==> run_1/layer_met2.png <==
Bar = 100 um.
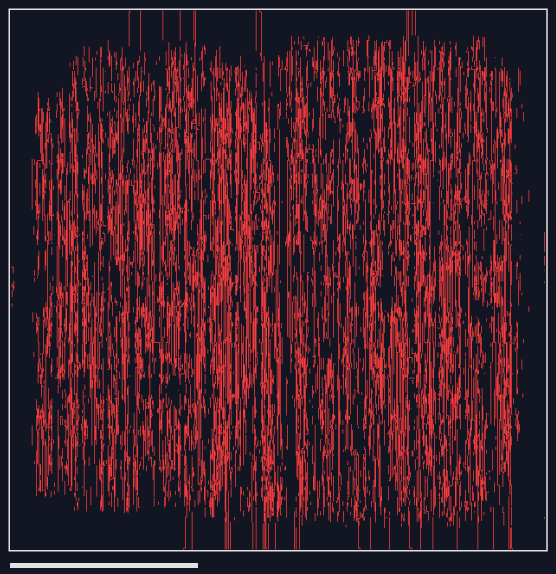
==> run_1/layer_met4.png <==
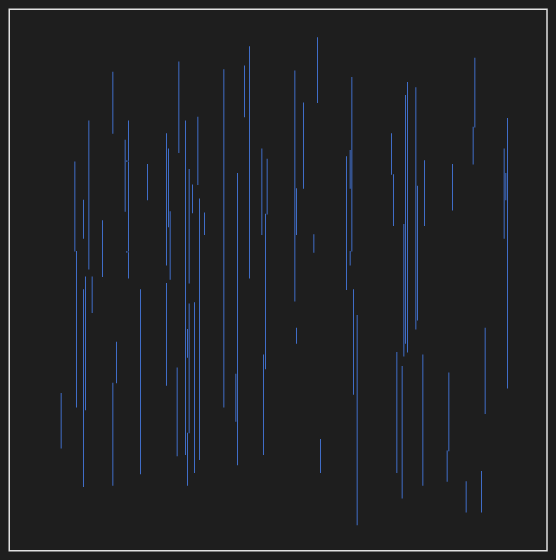
==> run_1/layer_met3.png <==
Bar = 100 um.
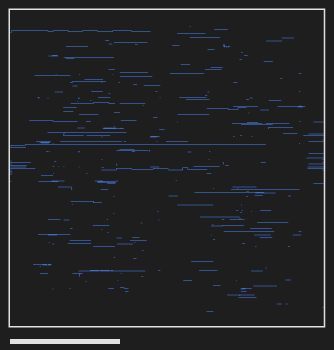
===== config.mk =====
export PLATFORM = sky130hd
export DESIGN_NAME = core_stdio_bridge_flat
export DESIGN_NICKNAME = d
export VERILOG_FILES = /design/src/rtl/core_stdio_pkg.sv /design/src/rtl/core_stdio_bridge_if.sv /design/src/rtl/stdio_fifo.sv /design/src/rtl/core_stdio_bridge.sv /design/src/flat_wrapper.sv
export SDC_FILE = /design/constraint.sdc
export NUM_CORES = 1
export LEC_CHECK = 0
export ABC_CLOCK_PERIOD_IN_PS = 3900
export CAP_MARGIN = 25
export CELL_PAD_IN_SITES_DETAIL_PLACEMENT = 1
export CELL_PAD_IN_SITES_GLOBAL_PLACEMENT = 2
export CORE_AREA = 10 10 275 277
export CTS_CLUSTER_SIZE = 10
export DETAILED_ROUTE_END_ITERATION = 10
export DIE_AREA = 0 0 285 287
export GPL_ROUTABILITY_DRIVEN = 0
export MAX_ROUTING_LAYER = met4
export PLACE_DENSITY_LB_ADDON = 0.1
export SYNTH_ARGS = -nofsm -noshare
export SYNTH_HDL_FRONTEND = slang
export SYNTH_SLANG_ARGS = --single-unit

===== constraint.sdc =====
create_clock -name clk_i -period 3.9 [get_ports clk_i]
set_input_delay 0.78 -clock clk_i [delete_from_list [all_inputs] [get_ports clk_i]]
set_output_delay 0.78 -clock clk_i [all_outputs]
set_load 0.1 [all_outputs]

===== src/rtl/core_stdio_pkg.sv =====
// rtl/core_stdio_pkg.sv - shared types for the stdio byte/word bridge
package core_stdio_pkg;
  typedef logic [15:0] word_t;
  typedef logic [7:0]  byte_t;
  typedef enum logic {SEQ_HI = 1'b0, SEQ_LO = 1'b1} seq_e;
endpackage


===== src/rtl/core_stdio_bridge_if.sv =====
// rtl/core_stdio_bridge_if.sv - host link and core stdio handshake bundle
interface core_stdio_bridge_if #(
  parameter int IN_DEPTH  = 16,
  parameter int OUT_DEPTH = 16
);
  import core_stdio_pkg::*;

  logic                       host_rx_val_i;
  byte_t                      host_rx_data_i;
  logic                       host_rx_rdy_o;
  logic                       core_in_val_o;
  word_t                      core_in_data_o;
  logic                       core_in_rdy_i;
  logic                       core_out_val_i;
  word_t                      core_out_data_i;
  logic                       core_out_rdy_o;
  logic                       host_tx_val_o;
  byte_t                      host_tx_data_o;
  logic                       host_tx_rdy_i;
  logic [$clog2(IN_DEPTH):0]  in_count_o;
  logic [$clog2(OUT_DEPTH):0] out_count_o;

  modport master (
    input  host_rx_val_i, host_rx_data_i, core_in_rdy_i,
    input  core_out_val_i, core_out_data_i, host_tx_rdy_i,
    output host_rx_rdy_o, core_in_val_o, core_in_data_o, core_out_rdy_o,
    output host_tx_val_o, host_tx_data_o, in_count_o, out_count_o
  );

  modport slave (
    output host_rx_val_i, host_rx_data_i, core_in_rdy_i,
    output core_out_val_i, core_out_data_i, host_tx_rdy_i,
    input  host_rx_rdy_o, core_in_val_o, core_in_data_o, core_out_rdy_o,
    input  host_tx_val_o, host_tx_data_o, in_count_o, out_count_o
  );
endinterface


===== src/rtl/stdio_fifo.sv =====
// rtl/stdio_fifo.sv - first-word-fall-through word FIFO with sync flush
module stdio_fifo #(
  parameter int DEPTH = 16,
  parameter int WIDTH = 16
) (
  input  logic                     clk_i,
  input  logic                     arst_ni,
  input  logic                     flush,
  input  logic                     push,
  input  logic [WIDTH-1:0]         wdata,
  input  logic                     pop,
  output logic [WIDTH-1:0]         rdata,
  output logic                     full,
  output logic                     empty,
  output logic [$clog2(DEPTH):0]   count
);
  localparam int AW = $clog2(DEPTH);
  localparam logic [AW:0] ONE = 1;

  logic [WIDTH-1:0] mem [DEPTH];
  logic [AW:0]      wptr, rptr;
  logic             push_ok, pop_ok;

  // Pointers carry one extra wrap bit so full and empty are distinguishable.
  assign empty   = (wptr == rptr);
  assign full    = (wptr[AW] != rptr[AW]) && (wptr[AW-1:0] == rptr[AW-1:0]);
  assign rdata   = mem[rptr[AW-1:0]];
  assign push_ok = push && !full;
  assign pop_ok  = pop && !empty;

  always_ff @(posedge clk_i or negedge arst_ni) begin
    if (!arst_ni) begin
      wptr  <= '0;
      rptr  <= '0;
      count <= '0;
      for (int i = 0; i < DEPTH; i++) mem[i] <= '0;
    end else if (flush) begin
      wptr  <= '0;
      rptr  <= '0;
      count <= '0;
      for (int i = 0; i < DEPTH; i++) mem[i] <= '0;
    end else begin
      if (push_ok) begin
        mem[wptr[AW-1:0]] <= wdata;
        wptr              <= wptr + ONE;
      end
      if (pop_ok) rptr <= rptr + ONE;
      case ({push_ok, pop_ok})
        2'b10:   count <= count + ONE;
        2'b01:   count <= count - ONE;
        default: count <= count;
      endcase
    end
  end
endmodule


===== src/rtl/core_stdio_bridge.sv =====
// rtl/core_stdio_bridge.sv - packs host bytes into stdin words, serialises stdout words to bytes
module core_stdio_bridge
  import core_stdio_pkg::*;
#(
  parameter int IN_DEPTH  = 16,
  parameter int OUT_DEPTH = 16
) (
  input  logic                clk_i,
  input  logic                arst_ni,
  input  logic                flush_i,
  core_stdio_bridge_if.master bus
);
  seq_e  rx_q, rx_d, tx_q, tx_d;
  byte_t hi_q, hi_d;
  word_t in_head, out_head;
  logic  in_full, in_empty, out_full, out_empty;
  logic  rx_rdy, rx_acc, in_push, in_pop;
  logic  tx_acc, out_push, out_pop;

  always_ff @(posedge clk_i or negedge arst_ni) begin
    if (!arst_ni) begin
      rx_q <= SEQ_HI;
      tx_q <= SEQ_HI;
      hi_q <= '0;
    end else if (flush_i) begin
      rx_q <= SEQ_HI;
      tx_q <= SEQ_HI;
      hi_q <= '0;
    end else begin
      rx_q <= rx_d;
      tx_q <= tx_d;
      hi_q <= hi_d;
    end
  end

  // A high byte is always taken; a low byte waits until the word has a slot.
  always_comb begin
    rx_d    = rx_q;
    hi_d    = hi_q;
    in_push = 1'b0;
    rx_rdy  = (rx_q == SEQ_HI) || !in_full;
    rx_acc  = bus.host_rx_val_i && rx_rdy;
    if (rx_acc) begin
      if (rx_q == SEQ_HI) begin
        hi_d = bus.host_rx_data_i;
        rx_d = SEQ_LO;
      end else begin
        in_push = 1'b1;
        rx_d    = SEQ_HI;
      end
    end
  end

  always_comb begin
    tx_d    = tx_q;
    out_pop = 1'b0;
    tx_acc  = !out_empty && bus.host_tx_rdy_i;
    if (tx_acc) begin
      if (tx_q == SEQ_HI) begin
        tx_d = SEQ_LO;
      end else begin
        out_pop = 1'b1;
        tx_d    = SEQ_HI;
      end
    end
  end

  assign in_pop   = bus.core_in_rdy_i && !in_empty;
  assign out_push = bus.core_out_val_i && !out_full;

  assign bus.host_rx_rdy_o  = rx_rdy;
  assign bus.core_in_val_o  = !in_empty;
  assign bus.core_in_data_o = in_head;
  assign bus.core_out_rdy_o = !out_full;
  assign bus.host_tx_val_o  = !out_empty;
  assign bus.host_tx_data_o = (tx_q == SEQ_HI) ? out_head[15:8] : out_head[7:0];

  stdio_fifo #(.DEPTH(IN_DEPTH), .WIDTH(16)) u_in_fifo (
    .clk_i   (clk_i),
    .arst_ni (arst_ni),
    .flush   (flush_i),
    .push    (in_push),
    .wdata   ({hi_q, bus.host_rx_data_i}),
    .pop     (in_pop),
    .rdata   (in_head),
    .full    (in_full),
    .empty   (in_empty),
    .count   (bus.in_count_o)
  );

  stdio_fifo #(.DEPTH(OUT_DEPTH), .WIDTH(16)) u_out_fifo (
    .clk_i   (clk_i),
    .arst_ni (arst_ni),
    .flush   (flush_i),
    .push    (out_push),
    .wdata   (bus.core_out_data_i),
    .pop     (out_pop),
    .rdata   (out_head),
    .full    (out_full),
    .empty   (out_empty),
    .count   (bus.out_count_o)
  );
endmodule


===== src/flat_wrapper.sv =====
// flat-port wrapper written by rule: the top's interface ports become plain ports
module core_stdio_bridge_flat import core_stdio_pkg::*;
#(
  parameter int IN_DEPTH  = 16,
  parameter int OUT_DEPTH = 16
)
  (clk_i, arst_ni, flush_i, bus_host_rx_val_i, bus_host_rx_data_i, bus_core_in_rdy_i, bus_core_out_val_i, bus_core_out_data_i, bus_host_tx_rdy_i, bus_host_rx_rdy_o, bus_core_in_val_o, bus_core_in_data_o, bus_core_out_rdy_o, bus_host_tx_val_o, bus_host_tx_data_o, bus_in_count_o, bus_out_count_o);
  core_stdio_bridge_if #(.IN_DEPTH(IN_DEPTH), .OUT_DEPTH(OUT_DEPTH)) bus_i ();
  input  logic clk_i;
  input  logic arst_ni;
  input  logic flush_i;
  input wire logic [$bits(bus_i.host_rx_val_i)-1:0] bus_host_rx_val_i;
  input wire logic [$bits(bus_i.host_rx_data_i)-1:0] bus_host_rx_data_i;
  input wire logic [$bits(bus_i.core_in_rdy_i)-1:0] bus_core_in_rdy_i;
  input wire logic [$bits(bus_i.core_out_val_i)-1:0] bus_core_out_val_i;
  input wire logic [$bits(bus_i.core_out_data_i)-1:0] bus_core_out_data_i;
  input wire logic [$bits(bus_i.host_tx_rdy_i)-1:0] bus_host_tx_rdy_i;
  output wire logic [$bits(bus_i.host_rx_rdy_o)-1:0] bus_host_rx_rdy_o;
  output wire logic [$bits(bus_i.core_in_val_o)-1:0] bus_core_in_val_o;
  output wire logic [$bits(bus_i.core_in_data_o)-1:0] bus_core_in_data_o;
  output wire logic [$bits(bus_i.core_out_rdy_o)-1:0] bus_core_out_rdy_o;
  output wire logic [$bits(bus_i.host_tx_val_o)-1:0] bus_host_tx_val_o;
  output wire logic [$bits(bus_i.host_tx_data_o)-1:0] bus_host_tx_data_o;
  output wire logic [$bits(bus_i.in_count_o)-1:0] bus_in_count_o;
  output wire logic [$bits(bus_i.out_count_o)-1:0] bus_out_count_o;
  assign bus_i.host_rx_val_i = bus_host_rx_val_i;
  assign bus_i.host_rx_data_i = bus_host_rx_data_i;
  assign bus_i.core_in_rdy_i = bus_core_in_rdy_i;
  assign bus_i.core_out_val_i = bus_core_out_val_i;
  assign bus_i.core_out_data_i = bus_core_out_data_i;
  assign bus_i.host_tx_rdy_i = bus_host_tx_rdy_i;
  assign bus_host_rx_rdy_o = bus_i.host_rx_rdy_o;
  assign bus_core_in_val_o = bus_i.core_in_val_o;
  assign bus_core_in_data_o = bus_i.core_in_data_o;
  assign bus_core_out_rdy_o = bus_i.core_out_rdy_o;
  assign bus_host_tx_val_o = bus_i.host_tx_val_o;
  assign bus_host_tx_data_o = bus_i.host_tx_data_o;
  assign bus_in_count_o = bus_i.in_count_o;
  assign bus_out_count_o = bus_i.out_count_o;
  core_stdio_bridge #(.IN_DEPTH(IN_DEPTH), .OUT_DEPTH(OUT_DEPTH)) u_core (.clk_i(clk_i), .arst_ni(arst_ni), .flush_i(flush_i), .bus(bus_i));
endmodule

==> reports/metrics.cfg, run 1 <==
[floorplan]
fp.dieH_um=287
tapCellCount=940
fp-utilization_pct=39.9
pin_count=69
rows=97

[cells_and_area]
nFillCells=7758
top_area_cell_class=flip-flops and latches
logic_area_mm2=0.0128
seq_area_mm2=0.0138
fin_util_pct=45.7
postLayoutCellArea_mm2=0.0319
top_regs=u_core.u_in_fifo.mem x256, u_core.u_out_fifo.mem x256, u_core.hi_q x8
antenna_cells=0
drive_gt1_share_pct=13.0
syn_to_final_growth_pct=14.5
seq_share_pct=43.3
n_all_buffers=186
num-nonclk-inverters=10
clockBufferCount=100
layout.cells.non_filler=3921

[grt]
grt_usage_pct=24.5
antenna_found_initial=0
grt_pass1_wl_mm=151
grt_pass1_vias=24100
grt_start_max_net_pins=105
gr-total-overflow=0

[detailed_routing]
wl_met1_mm=40.4
wl_mm=97.0
drc=0
wl_per_cell_um=24.7
met3_wirelength_mm=3.16
met2_length_mm=49.1

[sta]
setup_viol=0
fin_tns_setup_ns=0
hold-worst-slack_ns=0.232
worst_pin_slew_ns=1.08
final.setup.worst_slack_ns=0.137
post-route-period-util_pct=96.5
slew-limit-headroom_pct=27.5
fin_skew_ns=0.0201
max_freq_mhz=266

[critical_path]
max_stage_delay_ns=0.72
r2r_cells=9
required_ns=3.12
crit_type=reg -> out
crit_chain=buf_4, mux4_2, nor2b_1, a211oi_1, a21oi_1, buf_12
crit_path_max_fanout=18
start_kind=flop
critPathBufInv=2

[clock_network]
cts_sinks=552
cts_root_buf=clkbuf_16
clk_path_buf_depth=3
cts_made_buffers=69
cts_tree=done
h-tree-depth=3

[synth]
aoi_share_pct=15.4
synthTopCellsByArea=dfrtp_1 (50%), nand2_1 (14%), a21oi_1 (9.9%)
netlist.area_leader.share_pct=49.6
edf_count=0
synthSimpleGateAreaFrac_pct=16.3
ys_warn_count=0
synthArstFlopShare_pct=100
ys_sh_mux_pct=12.0
top_cell=nand2_1
fp_nets=3008
logic_family=simple AND/OR/NAND/NOR gates
xor_area_share_pct=1.10

[placed_design]
pre_cts_ws_ns=0.375
dp.final_hpwl_mm=61.9
placed_cell_area_mm2=0.0298
dp.cells=3807

[power_and_ir_drop]
power.leakage_nw=12.4
peakVddDrop_v=0.000300
finalPower_mw=13.2

[run_status]
status=finished clean

[job]
drv_cap=0

-- layer_met2.png (at the start) --
share of all routed wire	51%
main direction	vertical
longest straight run	152 um
nets with wire on the layer	2506
wire length on this layer	49.1 mm

-- layer_met4.png (at the start) --
share of all routed wire	4.5%
longest straight run	180 um
nets with wire on the layer	46

-- layer_met3.png (at the start) --
nets with wire on the layer	151
main direction	horizontal
longest straight run	218 um

==> run 1: routing by layer <==
layer / global-route usage (%) / vias to the layer above
met5: - / -
met4: 10.5 / 0
met3: 2.81 / 185
met2: 41.7 / 425
met1: 29.2 / 11600
li1: - / 9978
==> run 1: cell usage in the layout (no fill, tap or decap), drive strengths merged, types with 8 or more instances in the layout <==
cell type and instances:
inv 11, nand2 1055, xor2 8, a22oi 8, nand2b 12, clkdlybuf4s50 37, ha 16, clkbuf 100
mux2i 114, a2111oi 8, a211o 16, a31oi 8, mux4 96, o211ai 16, o221ai 8, buf 149
nor2 42, a211oi 42, dfrtp 552, a21oi 554, xnor2 23, o21ai 10, nor3 9, a22o 16
nor2b 23
==> run 1: final timing paths <==
path | endpoint | slack, ns | start
max reg2reg | u_core.u_in_fifo.count[4] | 0.68 | u_core.u_in_fifo.wptr[3]
min | u_core.u_out_fifo.mem[233] | 0.23 | arst_ni
min in group clk_i | u_core.u_in_fifo.mem[41] | 0.52 | u_core.u_in_fifo.mem[41]
min reg2reg | u_core.u_in_fifo.mem[41] | 0.52 | u_core.u_in_fifo.mem[41]
max in group asynchronous | u_core.u_in_fifo.mem[240] | 2.69 | arst_ni
max | bus_core_in_data_o[12] | 0.14 | u_core.u_in_fifo.rptr[2]
==> run 1: where the power goes <==
| group | leakage [nW] | total, mW | switching [mW] | internal (mW) |
|---|---|---|---|---|
| Combinational | 3.72 | 1.48 | 1.05 | 0.428 |
| Clock | 0.971 | 5.86 | 2.43 | 3.43 |
| Sequential | 7.68 | 5.87 | 0.0900 | 5.78 |
==> run 1: what timing repair did <==
item | in CTS | in global routing
setup endpoints to repair | 5 | 8
resized | 4 | 0
setup buffers | 0 | 9
endpoints found under the hold margin | 0 | 0
==> run_1/clocks.png <==
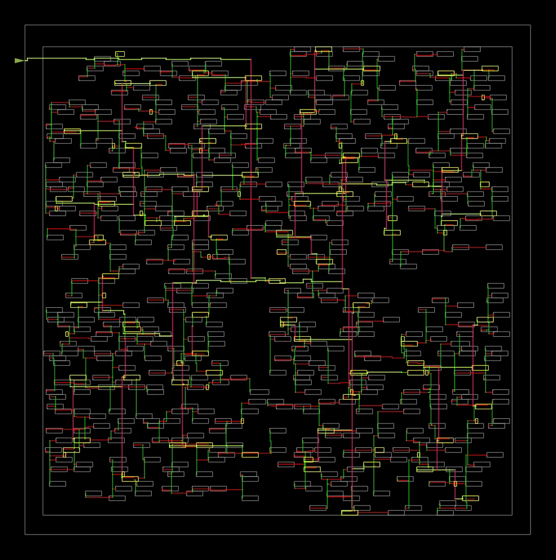

==> run 2, diff against run 1 <==
Settings changed: CAP_MARGIN 25 to 30, CORE_AREA 10 10 275 277 to 3 3 268 270, DIE_AREA 0 0 285 287 to 0 0 271 273.
==> run_2/clocks.png <==
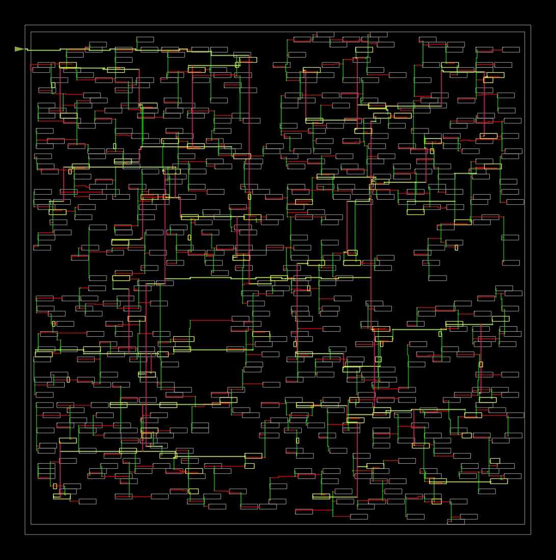
clock sinks: 552
total CTS buffers: 69
Worst-Skew Late Latency: 0.61 ns

==> run_2/layer_met4.png <==
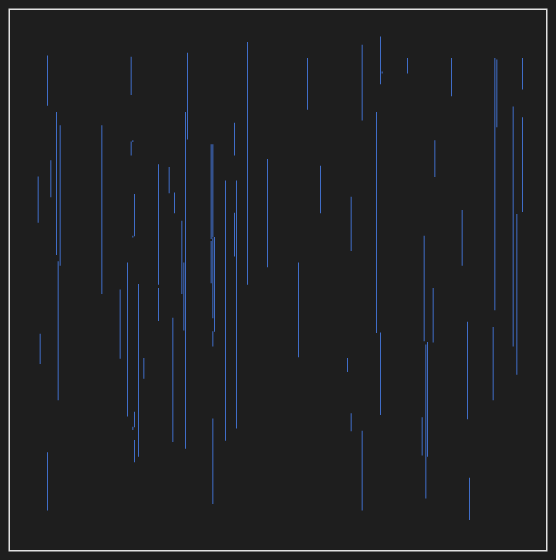
main direction	vertical
nets with wire on the layer	44
share of all routed wire	3.2%
wire length on this layer	3090 um
longest straight run	170 um

==> run_2/layer_met1.png <==
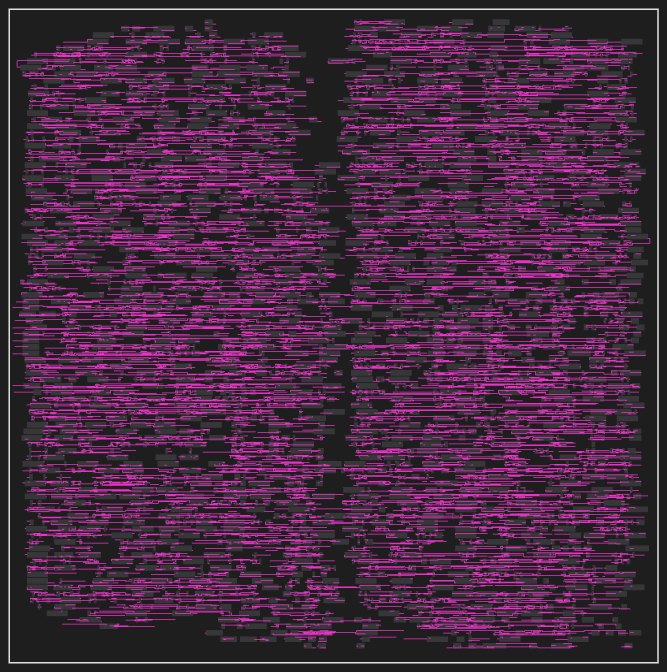
share of all routed wire	41%
nets with wire on the layer	2751
wire length on this layer	40.3 mm
longest straight run	71.3 um

==> run 2 against run 1 <==
Via count is 1.2% higher. Clock skew increased by 0.0050 ns. Critical path depth fell by 1. Combinational power barely moved.
==> reports/metrics.cfg, run 2 <==
[run_status]
status=finished clean  ; unchanged

[power_and_ir_drop]
p_int_mw=9.79  ; was 9.65 mW
finalPower_mw=13.4  ; was 13.2 mW
p_sw_share_pct=27.2  ; was 27.0%
peakVddDrop_v=0.000367  ; was 0.000300 V
p_clk_share_pct=45.3  ; was 44.4%
power.leakage_nw=12.5  ; was 12.4 nW
pwr-share-comb_pct=10.9  ; was 11.2%
p_sw_mw=3.66  ; was 3.57 mW

[grt]
grt_start_max_net_pins=94  ; was 105
gr-total-overflow=0  ; unchanged
grt_usage_pct=27.3  ; was 24.5%
antenna_found_initial=0  ; unchanged
grt_pass1_wl_mm=151  ; about the same
grt_pass1_vias=24100  ; about the same

[clock_network]
clk_path_buf_depth=3  ; unchanged
cts_root_buf=clkbuf_16  ; unchanged
h-tree-depth=3  ; unchanged
cts_resized=3  ; was 4
postCtsSetupRepairBufs=2  ; was 0
cts_tree=done  ; unchanged

[detailed_routing]
firstDrtPassIters=5  ; unchanged
wl_mm=97.5  ; was 97.0 mm
drc=0  ; unchanged
wl_per_cell_um=24.8  ; was 24.7 um

[sta]
max_freq_mhz=264  ; was 266 MHz
fin_tns_setup_ns=0  ; unchanged
hold-worst-slack_ns=0.176  ; was 0.232 ns
final.setup.worst_slack_ns=0.114  ; was 0.137 ns
fin_skew_ns=0.0251  ; was 0.0201 ns
setup_viol=0  ; unchanged
slew-limit-headroom_pct=32.0  ; was 27.5%
post-route-period-util_pct=97.1  ; was 96.5%
worst_pin_slew_ns=1.02  ; was 1.08 ns

[critical_path]
reg2reg_from=u_core.u_out_fifo.rptr[1]  ; was u_core.u_in_fifo.wptr[3]
critPathBufInv=2  ; unchanged
r2r-end=u_core.u_out_fifo.count[4]  ; was u_core.u_in_fifo.count[4]
worstSetupStartpoint=u_core.u_in_fifo.rptr[2]  ; unchanged
r2r_setup_slack_ns=0.62  ; was 0.68 ns
critPathCapture=bus_host_rx_rdy_o  ; was bus_core_in_data_o[12]
start_kind=flop  ; unchanged
crit_chain=xnor2_1, and4_4, buf_4, nand3_1, buf_12  ; was buf_4, mux4_2, nor2b_1, a211oi_1, a21oi_1, buf_12
crit_type=reg -> out  ; unchanged
crit_path_max_fanout=28  ; was 18
worst_ep_arrival_time_ns=3.01  ; was 2.98 ns
max_stage_delay_ns=0.62  ; was 0.72 ns
required_ns=3.12  ; about the same
r2r_cells=11  ; was 9

[cells_and_area]
fin_util_pct=46.0  ; was 45.7%
antenna_cells=0  ; unchanged
drive_gt1_share_pct=13.5  ; was 13.0%
lay_top_count=nand2_1  ; unchanged
mostFrequentLayoutCells=nand2_1 (1055), a21oi_1 (553), dfrtp_1 (547)  ; unchanged
syn_to_final_growth_pct=15.3  ; was 14.5%
layout.cells.non_filler=3928  ; was 3921
postLayoutCellArea_mm2=0.0321  ; was 0.0319 mm^2
top_regs=u_core.u_in_fifo.mem x256, u_core.u_out_fifo.mem x256, u_core.hi_q x8  ; unchanged

[synth]
netlist.area_leader.share_pct=49.6  ; unchanged
ys_warn_count=0  ; unchanged
synthTopCellsByArea=dfrtp_1 (50%), nand2_1 (14%), a21oi_1 (9.9%)  ; unchanged
edf_count=0  ; unchanged
avgSynthCellArea_um2=9.42  ; unchanged
synthArstFlopShare_pct=100  ; unchanged
fp_nets=3008  ; unchanged

[placed_design]
dp.final_hpwl_mm=61.9  ; about the same
pre_cts_ws_ns=0.377  ; was 0.375 ns
dp.cells=3823  ; was 3807
placed_cell_area_mm2=0.0300  ; was 0.0298 mm^2

[job]
warning_count=32  ; was 36
drv_cap=0  ; unchanged

[floorplan]
rows=97  ; unchanged
fp-utilization_pct=39.9  ; unchanged
pin_count=69  ; unchanged
fp.dieH_um=273  ; was 287 um

==> run 2: cell types whose count changed in the layout (fill, tap and decap cells not counted), moves of 3 or more <==
cell and delta:
buf_12 +3, clkbuf_1 -10, a31oi_1 +3, a31oi_2 -3
==> run 2: power by group through the flow <==
| stage | sequential (mW) | clock, mW | combinational [mW] |
|---|---|---|---|
| 2_1_floorplan | 5.98 | 0 | 0.862 |
| 4_1_cts | 5.88 | 6.24 | 1.50 |
| 5_1_grt | 5.89 | 6.48 | 1.58 |
| 3_3_place_gp | 5.99 | 0 | 1.43 |
| 3_5_place_dp | 6.00 | 0 | 1.47 |
| 6_report | 5.88 | 6.09 | 1.47 |
==> run 2: cell families after synthesis <==
logic type                 Yosys count  share of synthesized area (%)
buffers and inverters              279                           4.71
AOI/OAI and AO/OA                  699                           15.4
muxes                              214                           12.0
xor gates and xnor gates            31                           1.10
adders and majority gates           18                          0.862
and+or+nand+nor                   1166                           16.3
DFF                                552                           49.6
==> run 2: worst reg2reg max path: cells and delay by family (launching register included) <==
family	cells	cell delay (ns)
compound gates	3	0.65
xor+xnor	1	0.11
fa+ha+maj	1	0.42
buf+inv	1	0.35
flops	1	0.67
mux	1	0.36
simple gates	4	0.60
==> run 2: cell type report <==
type                       count  area (um^2)
fill                        7798        37700
sequential                   552        13800
multi-input combinational   2128        12800
timing repair buffer         195         2250
clock buffer                  93         1970
tap                          940         1180
clock inverter                10         97.6
inverter                      10         37.5
==> run 2: per-layer routing <==
layer	part of all wire [%]	wire length, um	track usage [%]	vias up
li1	-	-	-	10000
met1	41	40300	33.2	11800
met2	52	51000	47.9	472
met3	3.2	3080	2.60	164
met4	3.2	3090	9.14	0
met5	0	0	-	-
==> run_2/layer_met3.png <==
Bar = 100 um.
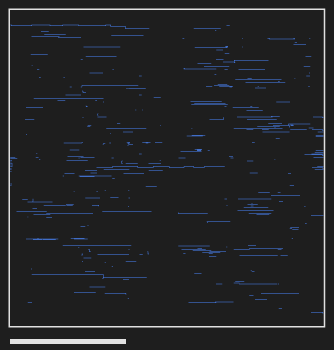

==> run 3, diff against run 2 <==
Settings changed: SLEW_MARGIN set to 15.
==> run_3/layer_met3.png <==
Bar = 100 um.
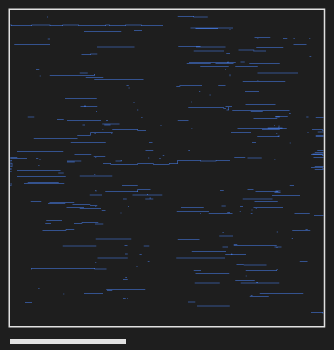
longest straight run	54.3 um
share of all routed wire	3.2%
wire length on this layer	3120 um
nets with wire on the layer	136

==> run_3/clocks.png <==
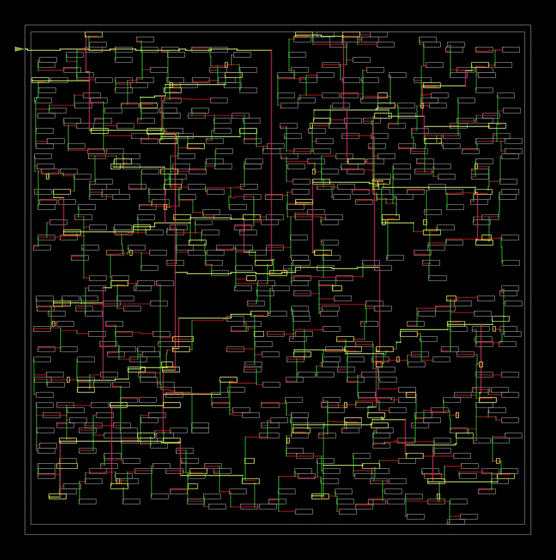
total CTS buffers: 70
clock buf count: 102
clock-net power: 6.29 mW
Flops: 552
Layout Skew: 0.0239 ns

==> run 3 against run 2 <==
Global-route usage barely moved. Sequential share of layout area fell by 0.16 points. Maximum frequency fell by 1.3%. Combinational power barely moved. Critical path depth rose by 1.
==> reports/metrics.cfg, run 3 <==
[power_and_ir_drop]
pwr.group.combinational_mw=1.48  ; was 1.47 mW
p_clk_share_pct=46.1  ; was 45.3%
finalPower_mw=13.7  ; was 13.4 mW
power.share.sequential_pct=43.1  ; was 43.8%
p_sw_mw=3.67  ; was 3.66 mW
p_int_mw=9.98  ; was 9.79 mW
peakVddDrop_v=0.000324  ; was 0.000367 V
power.leakage_nw=12.5  ; about the same
p_sw_share_pct=26.9  ; was 27.2%

[detailed_routing]
firstDrtPassIters=5  ; unchanged
wl_per_cell_um=24.7  ; was 24.8 um
wl_mm=97.3  ; was 97.5 mm
drc=0  ; unchanged

[synth]
edf_count=0  ; unchanged
ys_sh_mux_pct=12.0  ; unchanged
synthArstFlopShare_pct=100  ; unchanged
xor_area_share_pct=1.10  ; unchanged
synthSimpleGateAreaFrac_pct=16.3  ; unchanged
logic_family=simple AND/OR/NAND/NOR gates  ; unchanged
synthTopCellsByArea=dfrtp_1 (50%), nand2_1 (14%), a21oi_1 (9.9%)  ; unchanged
netlist.area_leader.share_pct=49.6  ; unchanged
ys_warn_count=0  ; unchanged
avgSynthCellArea_um2=9.42  ; unchanged
aoi_share_pct=15.4  ; unchanged

[critical_path]
r2r_setup_slack_ns=0.67  ; was 0.62 ns
crit_chain=and2_1, a22o_1, nor3_1, a31oi_1, o221ai_1, buf_12  ; was xnor2_1, and4_4, buf_4, nand3_1, buf_12
required_ns=3.12  ; about the same
r2r-end=u_core.u_out_fifo.count[4]  ; unchanged
crit_type=reg -> out  ; unchanged
crit_path_max_fanout=13  ; was 28
worst_ep_arrival_time_ns=3.06  ; was 3.01 ns
reg2reg_from=u_core.u_out_fifo.rptr[1]  ; unchanged
crit_family=AND-OR/OR-AND gates  ; was buffers and inverters
critPathSlowestCell=and2_1  ; was dfrtp_2
start_kind=flop  ; unchanged
r2r_cells=11  ; unchanged

[grt]
gr-total-overflow=0  ; unchanged
grt_pass1_wl_mm=151  ; about the same
grt_usage_pct=27.3  ; about the same

[placed_design]
dp.cells=3823  ; unchanged
placed_cell_area_mm2=0.0300  ; about the same

[cells_and_area]
lay_top_count=nand2_1  ; unchanged
fin_util_pct=46.2  ; was 46.0%
drive_gt1_share_pct=13.5  ; about the same
layout.cells.non_filler=3938  ; was 3928
top_regs=u_core.u_in_fifo.mem x256, u_core.u_out_fifo.mem x256, u_core.hi_q x8  ; unchanged
postLayoutCellArea_mm2=0.0322  ; was 0.0321 mm^2
mostFrequentLayoutCells=nand2_1 (1055), a21oi_1 (553), dfrtp_1 (547)  ; unchanged

[clock_network]
cts_resized=3  ; unchanged
cts_sinks=552  ; unchanged
clk_path_buf_depth=3  ; unchanged
cts_tree=done  ; unchanged
clk_latency_ns=0.61  ; about the same
cts_root_buf=clkbuf_16  ; unchanged
h-tree-depth=3  ; unchanged

[sta]
worst_pin_slew_ns=1.02  ; about the same
setup_viol=0  ; unchanged
slew-limit-headroom_pct=31.7  ; was 32.0%
hold-worst-slack_ns=0.158  ; was 0.176 ns
max_freq_mhz=261  ; was 264 MHz
post-route-period-util_pct=98.3  ; was 97.1%
final.setup.worst_slack_ns=0.0646  ; was 0.114 ns
fin_tns_setup_ns=0  ; unchanged

[run_status]
status=finished clean  ; unchanged

[job]
warning_count=32  ; unchanged

[floorplan]
pin_count=69  ; unchanged
rows=97  ; unchanged

==> run_3/layer_met4.png <==
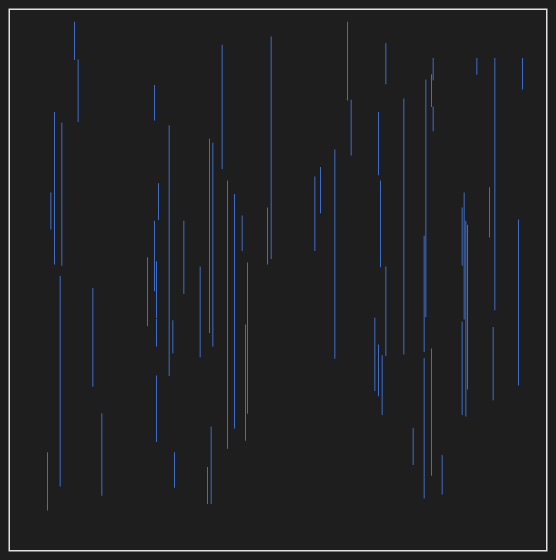
nets with wire on the layer	45
longest straight run	135 um
wire length on this layer	3340 um
main direction	vertical
share of all routed wire	3.4%

==> run 3: worst reg2reg max path: cells and delay by family, from the launching register on <==
| kind | cells | cell delay (ns) |
|---|---|---|
| and+or+nand+nor | 4 | 0.60 |
| DFF | 1 | 0.66 |
| adders and majority gates | 1 | 0.42 |
| AOI/OAI and AO/OA | 3 | 0.62 |
| xor gates and xnor gates | 1 | 0.12 |
| muxes | 1 | 0.35 |
| buffers and inverters | 1 | 0.35 |
==> run 3: layer usage <==
layer | wire length (um) | up-vias | part of all wire (%) | GRT usage (%)
met4 | 3340 | 0 | 3.4 | 9.58
met2 | 50500 | 397 | 52 | 47.6
met5 | 0 | - | 0 | -
li1 | - | 10000 | - | -
met1 | 40300 | 11700 | 41 | 33.3
met3 | 3120 | 143 | 3.2 | 2.66
==> run 3: worst max path at each step <==
| stage | from | endpoint | slack [ns] | cells past startpoint |
|---|---|---|---|---|
| after global placement | bus_host_rx_val_i | u_core.u_in_fifo.count[4] | 0.36 | 9 |
| after detailed placement | bus_host_rx_val_i | u_core.u_in_fifo.count[4] | 0.37 | 9 |
| after floorplan | u_core.u_in_fifo.rptr[0] | bus_core_in_data_o[0] | 0.18 | 6 |
| final | u_core.u_out_fifo.rptr[2] | bus_host_tx_data_o[2] | 0.06 | 6 |
| after global routing | u_core.u_in_fifo.rptr[0] | bus_host_rx_rdy_o | 0.006 | 5 |
| after CTS | u_core.u_in_fifo.rptr[0] | bus_core_in_data_o[0] | 0.03 | 7 |
==> run 3: cell type report <==
type | instances | area [um^2]
fillers | 7824 | 37500
flip-flops and latches | 552 | 13800
multi-input cells | 2128 | 12800
repair buffers | 197 | 2270
clock buffers | 102 | 2060
well taps | 940 | 1180
clock inverters | 9 | 114
inverters | 10 | 37.5
Power is estimated from default activity; no workload was simulated.
